$ cat config.mk
export PLATFORM = sky130hd
export DESIGN_NAME = decode_pipe_reg_flat
export DESIGN_NICKNAME = d
export VERILOG_FILES = /design/src/rtl/decode_pipe_reg_if.sv /design/src/rtl/decode_pipe_reg.sv /design/src/flat_wrapper.sv
export SDC_FILE = /design/constraint.sdc
export NUM_CORES = 1
export LEC_CHECK = 0
export ABC_AREA = 1
export CAP_MARGIN = 5
export CORE_MARGIN = 3
export CORE_UTILIZATION = 29
export CTS_CLUSTER_DIAMETER = 40
export DETAILED_ROUTE_END_ITERATION = 10
export GPL_TIMING_DRIVEN = 0
export HOLD_SLACK_MARGIN = 0.06
export SLEW_MARGIN = 20
export SYNTH_ARGS = -nofsm -noshare
export SYNTH_HDL_FRONTEND = slang
export SYNTH_SLANG_ARGS = --single-unit
$ cat constraint.sdc
create_clock -name CLK -period 1.2 [get_ports CLK]
set_input_delay 0.3 -clock CLK [delete_from_list [all_inputs] [get_ports CLK]]
set_output_delay 0.3 -clock CLK [all_outputs]
set_load 0.01 [all_outputs]
$ cat src/rtl/decode_pipe_reg_if.sv
// -----------------------------------------------------------------------------
// decode_pipe_reg_if
//   Handshake/data bundle between the decoder, the decode->execute pipeline
//   register and the execute stage.
//   slave  : pipeline register side (receives upstream, drives downstream)
//   master : environment side (decoder + execute stage)
//   Upstream   : FLUSH_IN, VALID_IN, CTRL_IN, PC_IN   -> register, READY_OUT <-
//   Downstream : VALID_OUT, CTRL_OUT, PC_OUT, STALL_CNT_OUT <- register, READY_IN ->
// -----------------------------------------------------------------------------
interface decode_pipe_reg_if #(
   parameter int CTRL_W = 14,
   parameter int PC_W   = 8,
   parameter int CNT_W  = 8
);
   logic              FLUSH_IN;
   logic              VALID_IN;
   logic              READY_OUT;
   logic [CTRL_W-1:0] CTRL_IN;
   logic [PC_W-1:0]   PC_IN;
   logic              VALID_OUT;
   logic              READY_IN;
   logic [CTRL_W-1:0] CTRL_OUT;
   logic [PC_W-1:0]   PC_OUT;
   logic [CNT_W-1:0]  STALL_CNT_OUT;

   modport slave (
      input  FLUSH_IN, VALID_IN, CTRL_IN, PC_IN, READY_IN,
      output READY_OUT, VALID_OUT, CTRL_OUT, PC_OUT, STALL_CNT_OUT
   );

   modport master (
      output FLUSH_IN, VALID_IN, CTRL_IN, PC_IN, READY_IN,
      input  READY_OUT, VALID_OUT, CTRL_OUT, PC_OUT, STALL_CNT_OUT
   );
endinterface

$ cat src/rtl/decode_pipe_reg.sv
// -----------------------------------------------------------------------------
// decode_pipe_reg
//   Elastic decode->execute pipeline register with a 2-entry skid buffer.
//   Carries the packed control bundle
//   (AR, BR, ALU[3:0], input, wren, writeAd[2:0], ADR_MUX, write, PC_load)
//   and the instruction PC.
//   Ports:
//     CLK    - clock, all state on posedge
//     RST_N  - synchronous active-low reset
//     bus    - decode_pipe_reg_if.slave (valid/ready in and out, flush,
//              control/PC data, saturating stall counter)
//   Main entry M drives the outputs; skid entry S only fills when the stage
//   accepts a bundle while downstream is stalling. READY_OUT and VALID_OUT are
//   flops, so there is no combinational READY_IN -> READY_OUT path.
// -----------------------------------------------------------------------------
module decode_pipe_reg #(
   parameter int                CTRL_W    = 14,
   parameter int                PC_W      = 8,
   parameter int                CNT_W     = 8,
   parameter logic [CTRL_W-1:0] NOP_VALUE = '0
) (
   input  logic              CLK,
   input  logic              RST_N,
   decode_pipe_reg_if.slave  bus
);

   typedef enum logic [1:0] {EMPTY = 2'd0, ONE = 2'd1, FULL = 2'd2} state_e;

   state_e            state_q, state_d;
   logic [CTRL_W-1:0] m_ctrl_q, m_ctrl_d;
   logic [PC_W-1:0]   m_pc_q, m_pc_d;
   logic [CTRL_W-1:0] s_ctrl_q, s_ctrl_d;
   logic [PC_W-1:0]   s_pc_q, s_pc_d;
   logic              valid_q, valid_d;
   logic              ready_q, ready_d;
   logic [CNT_W-1:0]  cnt_q, cnt_d;
   logic              tin, tout;

   assign tin  = bus.VALID_IN & ready_q;
   assign tout = valid_q & bus.READY_IN;

   always_comb begin
      state_d  = state_q;
      m_ctrl_d = m_ctrl_q;
      m_pc_d   = m_pc_q;
      s_ctrl_d = s_ctrl_q;
      s_pc_d   = s_pc_q;
      cnt_d    = cnt_q;

      unique case (state_q)
         EMPTY: begin
            if (tin) begin
               state_d  = ONE;
               m_ctrl_d = bus.CTRL_IN;
               m_pc_d   = bus.PC_IN;
            end
         end
         ONE: begin
            if (tin && tout) begin
               m_ctrl_d = bus.CTRL_IN;
               m_pc_d   = bus.PC_IN;
            end else if (tin) begin
               state_d  = FULL;
               s_ctrl_d = bus.CTRL_IN;
               s_pc_d   = bus.PC_IN;
            end else if (tout) begin
               state_d  = EMPTY;
            end
         end
         FULL: begin
            if (tout) begin
               state_d  = ONE;
               m_ctrl_d = s_ctrl_q;
               m_pc_d   = s_pc_q;
            end
         end
         default: state_d = EMPTY;
      endcase

      // Flush drops everything held and any same-cycle tin; PC_OUT keeps its
      // last value so only the control word is forced to the NOP.
      if (bus.FLUSH_IN) begin
         state_d = EMPTY;
         m_pc_d  = m_pc_q;
      end

      // The NOP substitution is folded into M's next value so CTRL_OUT is a
      // plain flop output with no gating after the register.
      if (state_d == EMPTY) m_ctrl_d = NOP_VALUE;

      valid_d = (state_d != EMPTY);
      ready_d = (state_d != FULL);

      if (valid_q && !bus.READY_IN && (cnt_q != {CNT_W{1'b1}}))
         cnt_d = cnt_q + 1'b1;
   end

   always_ff @(posedge CLK) begin
      if (!RST_N) begin
         state_q  <= EMPTY;
         m_ctrl_q <= NOP_VALUE;
         m_pc_q   <= '0;
         s_ctrl_q <= '0;
         s_pc_q   <= '0;
         valid_q  <= 1'b0;
         ready_q  <= 1'b1;
         cnt_q    <= '0;
      end else begin
         state_q  <= state_d;
         m_ctrl_q <= m_ctrl_d;
         m_pc_q   <= m_pc_d;
         s_ctrl_q <= s_ctrl_d;
         s_pc_q   <= s_pc_d;
         valid_q  <= valid_d;
         ready_q  <= ready_d;
         cnt_q    <= cnt_d;
      end
   end

   assign bus.VALID_OUT     = valid_q;
   assign bus.READY_OUT     = ready_q;
   assign bus.CTRL_OUT      = m_ctrl_q;
   assign bus.PC_OUT        = m_pc_q;
   assign bus.STALL_CNT_OUT = cnt_q;

endmodule
$ cat src/flat_wrapper.sv
// flat-port wrapper written by rule: the top's interface ports become plain ports
module decode_pipe_reg_flat 
#(
   parameter int                CTRL_W    = 14,
   parameter int                PC_W      = 8,
   parameter int                CNT_W     = 8,
   parameter logic [CTRL_W-1:0] NOP_VALUE = '0
)
  (CLK, RST_N, bus_FLUSH_IN, bus_VALID_IN, bus_CTRL_IN, bus_PC_IN, bus_READY_IN, bus_READY_OUT, bus_VALID_OUT, bus_CTRL_OUT, bus_PC_OUT, bus_STALL_CNT_OUT);
  decode_pipe_reg_if #(.CTRL_W(CTRL_W), .PC_W(PC_W), .CNT_W(CNT_W)) bus_i ();
  input  logic CLK;
  input  logic RST_N;
  input wire logic [$bits(bus_i.FLUSH_IN)-1:0] bus_FLUSH_IN;
  input wire logic [$bits(bus_i.VALID_IN)-1:0] bus_VALID_IN;
  input wire logic [$bits(bus_i.CTRL_IN)-1:0] bus_CTRL_IN;
  input wire logic [$bits(bus_i.PC_IN)-1:0] bus_PC_IN;
  input wire logic [$bits(bus_i.READY_IN)-1:0] bus_READY_IN;
  output wire logic [$bits(bus_i.READY_OUT)-1:0] bus_READY_OUT;
  output wire logic [$bits(bus_i.VALID_OUT)-1:0] bus_VALID_OUT;
  output wire logic [$bits(bus_i.CTRL_OUT)-1:0] bus_CTRL_OUT;
  output wire logic [$bits(bus_i.PC_OUT)-1:0] bus_PC_OUT;
  output wire logic [$bits(bus_i.STALL_CNT_OUT)-1:0] bus_STALL_CNT_OUT;
  assign bus_i.FLUSH_IN = bus_FLUSH_IN;
  assign bus_i.VALID_IN = bus_VALID_IN;
  assign bus_i.CTRL_IN = bus_CTRL_IN;
  assign bus_i.PC_IN = bus_PC_IN;
  assign bus_i.READY_IN = bus_READY_IN;
  assign bus_READY_OUT = bus_i.READY_OUT;
  assign bus_VALID_OUT = bus_i.VALID_OUT;
  assign bus_CTRL_OUT = bus_i.CTRL_OUT;
  assign bus_PC_OUT = bus_i.PC_OUT;
  assign bus_STALL_CNT_OUT = bus_i.STALL_CNT_OUT;
  decode_pipe_reg #(.CTRL_W(CTRL_W), .PC_W(PC_W), .CNT_W(CNT_W), .NOP_VALUE(NOP_VALUE)) u_core (.CLK(CLK), .RST_N(RST_N), .bus(bus_i));
endmodule
Fig. 1: zoomed window
Bar = 10 um. Window x 31 to 71, y 10 to 50 um. Cells in grey, sequential cells in the stronger grey; small squares are vias.
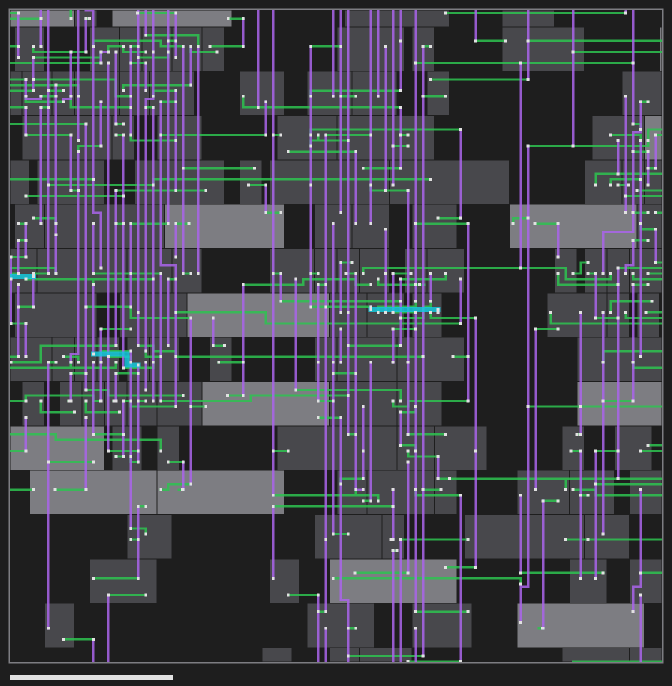
layer	colour
metal 1	green
metal 3	cyan
metal 2	purple
sequential cells in the window	10
netlist names of flops here include	u_core.bus.STALL_CNT_OUT (3), u_core.bus.CTRL_OUT (2), u_core.state_q (2)
most frequent	buf_4 (16), inv_1 (12), nand2_1 (9)
cells with their middle in the window	113

Fig. 2: signal wires on met1
Bar = 20 um. Supply wires on this layer in grey. Cells faint in the background.
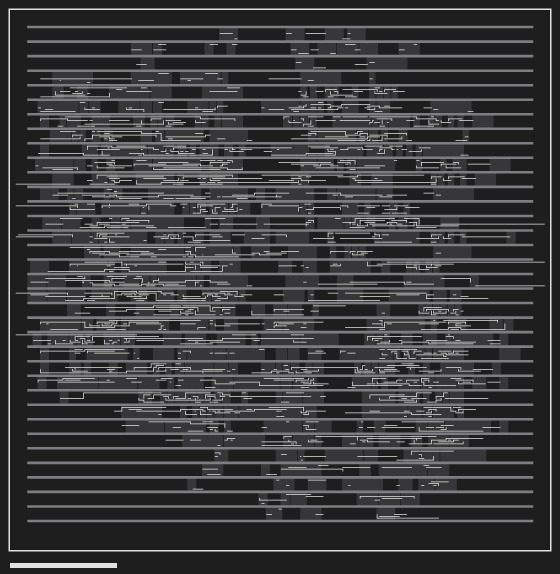
nets with wire on the layer	481
main direction	horizontal
longest straight run	29.4 um

==> run_summary.xml <==
<?xml version="1.0" encoding="UTF-8"?>
<metrics>
  <group name="route">
    <metric name="drt_pre_antenna_iters" unit="">4</metric>
    <metric name="dr_wl_met2" unit="mm">4.24</metric>
    <metric name="route.detailed.vias_per_inst" unit="">4.65</metric>
    <metric name="dr_total_vias" unit="">2821</metric>
    <metric name="number_of_design_rule_violations_left_after_detail_routing" unit="">0</metric>
    <metric name="route.top_layer_used" unit="">met4</metric>
  </group>
  <group name="layout">
    <metric name="final_nets" unit="">526</metric>
    <metric name="syn_to_final_growth" unit="%">66.2</metric>
    <metric name="fillers" unit="">847</metric>
  </group>
  <group name="grt">
    <metric name="antenna_found_initial" unit="">0</metric>
    <metric name="grt_overflow" unit="">0</metric>
    <metric name="vias_in_the_first_global_route" unit="">2637</metric>
  </group>
  <group name="hold_path">
    <metric name="holdPathEnd" unit="">u_core.s_ctrl_q[2]$_SDFFE_PN0P_</metric>
    <metric name="hold_path_class" unit="">input pin to register</metric>
  </group>
  <group name="final_timing">
    <metric name="highest_achievable_clock_rate" unit="MHz">715</metric>
    <metric name="drv_slew" unit="">0</metric>
    <metric name="final_critical_path_setup_slack" unit="ns">-0.198</metric>
    <metric name="layout_min_cycle_time" unit="ns">1.40</metric>
    <metric name="rsz0062_at_grt" unit="">true</metric>
    <metric name="setup_violations" unit="">49</metric>
  </group>
  <group name="yosys">
    <metric name="post_syn_area_per_cell" unit="um^2">6.81</metric>
    <metric name="ys.warnings.count" unit="">0</metric>
    <metric name="topCellsByArea" unit="">sky130_fd_sc_hd__dfxtp_1 (43%), sky130_fd_sc_hd__nand2_1 (13%), sky130_fd_sc_hd__o21ai_0 (8.4%), sky130_fd_sc_hd__inv_1 (7.4%), sky130_fd_sc_hd__a21oi_1 (5.2%)</metric>
    <metric name="synth.yosys.num_cells" unit="">385</metric>
    <metric name="netlist_area" unit="um^2">2620</metric>
  </group>
  <group name="floorplanning">
    <metric name="fp-row-count" unit="">34</metric>
    <metric name="area_of_the_core" unit="um^2">8760</metric>
    <metric name="horizontal_extent_of_the_die" unit="um">101</metric>
    <metric name="floorplan.initialDensity" unit="%">29.9</metric>
  </group>
  <group name="power_and_ir_drop">
    <metric name="power_total" unit="mW">3.95</metric>
    <metric name="p_leak" unit="nW">1.93</metric>
    <metric name="sw_ratio" unit="%">29.5</metric>
    <metric name="power.sequential.fraction" unit="%">49.7</metric>
    <metric name="power-per-cell-area" unit="nW/um^2">905</metric>
    <metric name="intPower" unit="mW">2.78</metric>
  </group>
  <group name="clock_network">
    <metric name="numClockSinks" unit="">56</metric>
    <metric name="holdBufCountCts" unit="">0</metric>
  </group>
  <group name="setup_path">
    <metric name="cpLargestDelayFamily" unit="">simple AND/OR/NAND/NOR gates</metric>
    <metric name="r2r_start" unit="">u_core.state_q[0]$_SDFF_PN0_</metric>
    <metric name="cp.arrival" unit="ns">1.67</metric>
    <metric name="cp_cell_sequence" unit="">clkinv_4, buf_6, nand2_4, nand2_8, nand2_2, nand3_2, nand2_2, nand2_4, buf_16, nor2_4</metric>
    <metric name="worstSetupPathDepth" unit="">10</metric>
    <metric name="classification_of_the_worst_setup_path" unit="">register to register</metric>
    <metric name="worst-endpoint-required" unit="ns">1.47</metric>
    <metric name="worst_path_largest_cell_delay" unit="ns">0.37</metric>
  </group>
  <group name="placement">
    <metric name="place.detailed.hpwl" unit="mm">4.71</metric>
    <metric name="dp_slack" unit="ns">-0.641</metric>
  </group>
  <group name="outcome">
    <metric name="violations" unit="">setup timing</metric>
    <metric name="outcome" unit="">finished with violations</metric>
  </group>
</metrics>
Fig. 3: congestion heat map
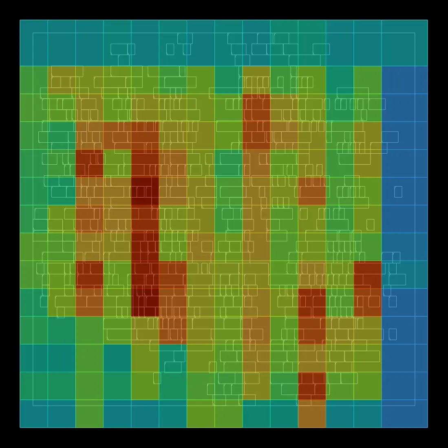
met2 track utilization from global routing: 27.4%
GR Layer Usage met1: 19.0%

-- power groups by stage --
stage                     Sequential, mW  Clock (mW)  Combinational [mW]
after floorplan                     2.02           0               0.332
after global placement              2.01           0               0.593
after detailed placement            2.01           0               0.602
after CTS                           1.96        1.10               0.811
after global routing                1.97        1.18               0.987
final                               1.96        1.07               0.909
-- cell families (layout without fill, tap and decap cells) --
logic type               count (synthesis)  count (layout)
AND-OR/OR-AND                           73              73
XOR/XNOR                                 1               1
adder cells (fa/ha/maj)                  1               1
buffers and inverters                   80             193
flip-flops                              56              56
AND/OR/NAND/NOR                        174             175
-- per-stage QoR --
stage,hold WS [ns],area (um^2),TNS (ns)
2_1_floorplan,0.424,2650,-0.135
3_3_place_gp,0.434,3350,-27.91
3_5_place_dp,0.441,3350,-29.63
4_1_cts,0.332,4050,-2.71
5_1_grt,0.336,4360,-7.84
6_report,0.329,4360,-4.22
-- state kept, by name, indices dropped and copies added (netlist names) --
register and cells:
u_core.bus.CTRL_OUT 14, u_core.bus.PC_OUT 8, u_core.bus.READY_OUT 1, u_core.bus.STALL_CNT_OUT 8, u_core.bus.VALID_OUT 1, u_core.s_ctrl_q 14, u_core.s_pc_q 8, u_core.state_q 2
-- synthesized netlist by cell type --
| library cell | n |
|---|---|
| sky130_fd_sc_hd__nor2_1 | 36 |
| sky130_fd_sc_hd__buf_1 | 1 |
| sky130_fd_sc_hd__o21ai_0 | 44 |
| sky130_fd_sc_hd__xor2_1 | 1 |
| sky130_fd_sc_hd__inv_1 | 52 |
| sky130_fd_sc_hd__o21ai_4 | 1 |
| sky130_fd_sc_hd__nand4_1 | 1 |
| sky130_fd_sc_hd__nor2_2 | 9 |
| sky130_fd_sc_hd__dfxtp_1 | 56 |
| sky130_fd_sc_hd__a21oi_1 | 27 |
| sky130_fd_sc_hd__nand3_4 | 1 |
| sky130_fd_sc_hd__nand2_4 | 3 |
| sky130_fd_sc_hd__buf_2 | 6 |
| sky130_fd_sc_hd__buf_6 | 4 |
| sky130_fd_sc_hd__nor3_1 | 1 |
| sky130_fd_sc_hd__nand3_2 | 2 |
| sky130_fd_sc_hd__nand2_2 | 3 |
| sky130_fd_sc_hd__ha_1 | 1 |
| sky130_fd_sc_hd__clkbuf_1 | 6 |
| sky130_fd_sc_hd__nand2_1 | 93 |
| sky130_fd_sc_hd__inv_2 | 7 |
| sky130_fd_sc_hd__clkinv_1 | 4 |
| sky130_fd_sc_hd__o21ai_1 | 1 |
| sky130_fd_sc_hd__nand3_1 | 25 |
-- area by class of cell --
cell class                      instances  area (um^2)  share of cell area [%]
Multi-Input combinational cell        250         1560                    35.7
Sequential cell                        56         1170                    26.9
Timing Repair Buffer                  107         1010                    23.1
Inverter                               63          250                    5.74
Buffer                                 15          153                    3.50
Tap cell                              108          135                    3.10
Clock buffer                            5         68.8                    1.58
Clock inverter                          3         18.8                   0.430
-- layer usage --
layer | vias to the layer above | global-route usage [%]
met5 | - | 0
met4 | 0 | 3.68
met3 | 5 | 2.42
met2 | 71 | 27.4
met1 | 1322 | 19.0
li1 | 1423 | -
No activity file was given, so power comes from the tool's default toggle rates.
